==> config.mk <==
export PLATFORM = sky130hd
export DESIGN_NAME = menu_cursor_ctrl
export DESIGN_NICKNAME = d
export VERILOG_FILES = /design/src/rtl/menu_pkg.sv /design/src/rtl/btn_sync_edge.sv /design/src/rtl/menu_cursor_ctrl.sv
export SDC_FILE = /design/constraint.sdc
export NUM_CORES = 1
export LEC_CHECK = 0
export CELL_PAD_IN_SITES_DETAIL_PLACEMENT = 1
export CELL_PAD_IN_SITES_GLOBAL_PLACEMENT = 1
export CORE_UTILIZATION = 42
export DETAILED_ROUTE_END_ITERATION = 6
export PLACE_DENSITY_LB_ADDON = 0.1
export SETUP_SLACK_MARGIN = 0.5
export SLEW_MARGIN = 20
export SYNTH_ARGS = -nofsm -noshare
export SYNTH_HDL_FRONTEND = slang
export SYNTH_SLANG_ARGS = --single-unit
==> constraint.sdc <==
create_clock -name i_clk -period 1.8 [get_ports i_clk]
set_input_delay 0.36 -clock i_clk [delete_from_list [all_inputs] [get_ports i_clk]]
set_output_delay 0.36 -clock i_clk [all_outputs]
set_load 0.05 [all_outputs]
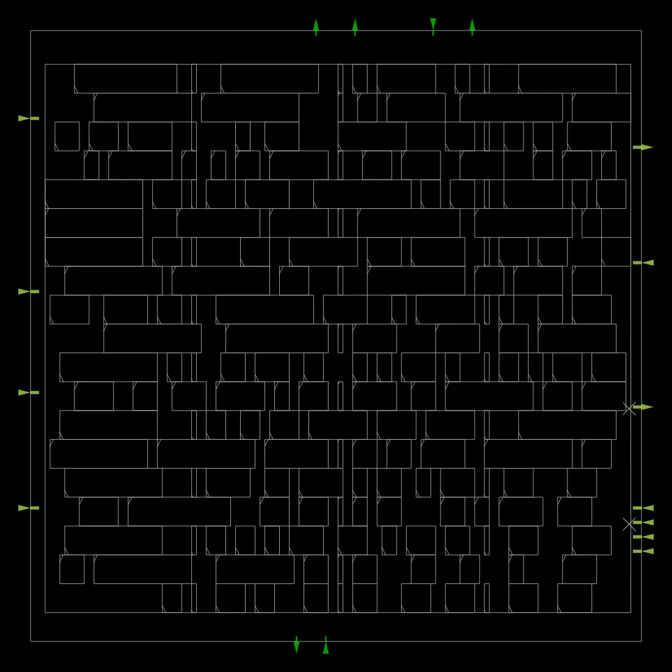
(placement view)
Finished Layout Cells: 202
fin util: 0.6741
Rows: 19
n_taps: 31

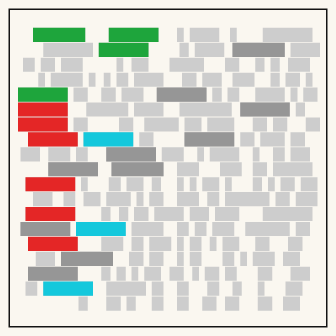
(sequential cells grouped by signal name)
netlist name	colour	placed flops
u_btn.o_pulse	cyan	3
r_cnt	green	4
u_btn.r_sync	red	6
not coloured	10
sequential power: 0.780 mW
Flop area: 580.6 sq um
sequential share of cell area: 0.3019

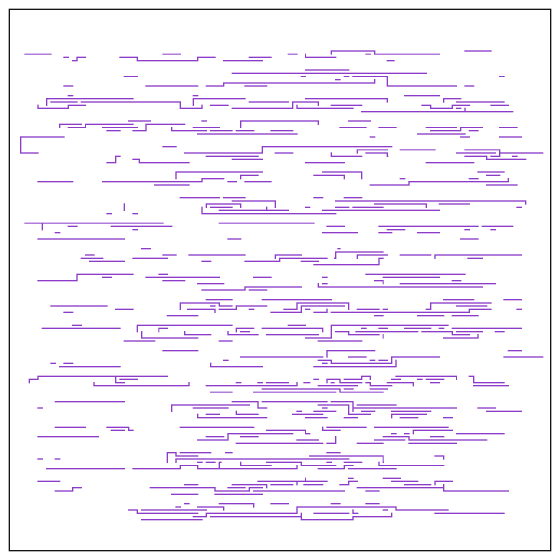
(met1 routing)
wire length on this layer	1,660 um
longest straight run	20.7 um
DRT Wirelength: 3927 um
M1 GR Usage: 0.3265
Vias: 1,165

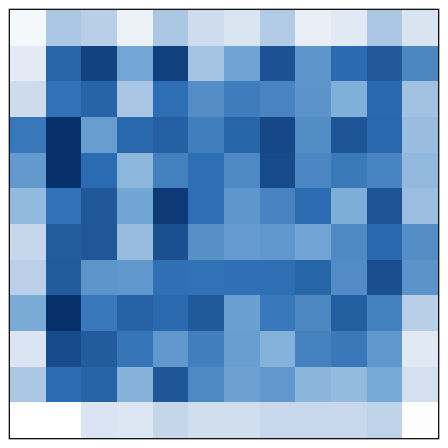
(cell area per tile)
12 x 12 tiles, from white (low) to dark blue (high), 0 to 100% covered.
nearly empty tiles	2.1%
fullest tile	100%
tiles over 75% full	27%
Initial Util: 0.4548
Core Footprint: 2853 sq um

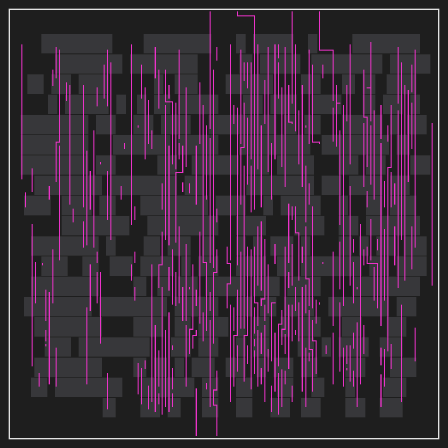
(signal wires on met2)
Cells faint in the background.
wire length on this layer	2,050 um
main direction	vertical
met2 GRT Util: 0.4236

==> flow_summary.ini <==
; synthesis and place-and-route metrics
[critical_path]
critical-path-top-delay-family = flip-flops
cp_slowest_cell = dfrtp_2
cp.arrival_ps = 1390
path_depth = 3
crit_required_ps = 1440
critical_path_buf_inv_count = 1
ff2ff_path_depth = 8
max_stage_delay_ps = 490

[run]
max_cap_violations = 0
warning_count = 32

[grt]
busiest_layer = met2
use_met3 = 0.03401
grt_usage = 0.2479

[routing]
drtIter0Drc = 44
via_per_inst = 5.767
routedWlPerCell_um = 19.44
ant_nets = 0
drc = 2

[synth]
ff_type = dfrtp_1
area_leaders = dfrtp_1 44%, ha_1 4.8%, nand2b_1 4.8%
ys_sh_xor = 0.02700
ys_warn_count = 0
aoi_share = 0.1369
netlist_area_sq_um = 1297
async_reset_ff_frac = 1.000

[outcome]
outcome = finished with violations
violations = DRC

[final_timing]
max_freq_mhz = 569.9
slew_viol_final = 0
setup_viol = 0
finalClockPeriodUsage = 0.9748

[power_and_ir_drop]
cellInternalPower_mw = 1.527
netSwitchingPower_mw = 1.116
seq_power_share = 0.295
switching_share = 0.4222

[clocking]
clkTransAtPathRegs_ps = 130
htree_num_levels = 1
numCtsBuffers = 3
root_buffer = clkbuf_4

[final_layout]
comb_area_sq_um = 817.0
n_fill_cell = 295
synthToLayoutAreaGrowth_pct = 48.22
drive_above_1_share = 0.4269

[worst_hold_path]
holdPathStages = 0
hp-class = reg -> reg

[floorplanning]
die-height_um = 57.58
ios = 17
metrics by stage:
stage	hold WS, ps	setup slack, ps	power [mW]	std cells	instance area [sq um]
after global placement	340.3	-318.6	1.931	183	1652
after floorplan	64.41	-27.81	1.585	127	1366
after global routing	384.1	-16.02	2.806	202	1923
final	375.5	45.31	2.643	202	1923
after CTS	378.3	74.71	2.447	196	1849
after detailed placement	337.2	-341.5	1.981	183	1652
power groups by stage:
stage	Combinational (mW)	Sequential (mW)	Clock [mW]
after floorplan	0.728	0.857	0
after global placement	1.15	0.783	0
after detailed placement	1.19	0.795	0
after CTS	1.44	0.761	0.243
after global routing	1.74	0.791	0.273
final	1.63	0.780	0.234
final cells by class:
class | count | area share
repair buffers | 45 | 0.2251
well taps | 31 | 0.02017
inverters | 7 | 0.01366
multi-input cells | 92 | 0.4249
flip-flops and latches | 23 | 0.3019
clock buffers | 3 | 0.01171
clock inverters | 1 | 0.002602
cell families after synthesis:
group | count (synthesis)
DFF | 23
AOI/OAI and AO/OA | 25
and+or+nand+nor | 51
adders and majority gates | 5
buffers and inverters | 12
xor gates and xnor gates | 4
muxes | 7
timing repair:
action                     4_1_cts  5_1_grt
buffers inserted                 9        6
hold buffers                     0        0
pin swaps                       12        3
setup endpoints to repair       15       17
gates resized                   25       12
layer usage:
layer / wire length, um / share of wire
met1: 1654 / 0.42
met2: 2047 / 0.52
met3: 181 / 0.046
met4: 44 / 0.011
met5: 0 / 0
synthesized netlist by cell type, drive strengths merged, types with 3 or more instances:
library cell	n
mux2	4
o21ai	5
ha	5
nor2	4
nor2b	3
buf	3
nand3	6
dfrtp	23
nand2b	10
o22ai	5
nand2	13
inv	7
a21oi	3
Power is estimated from default activity; no workload was simulated.
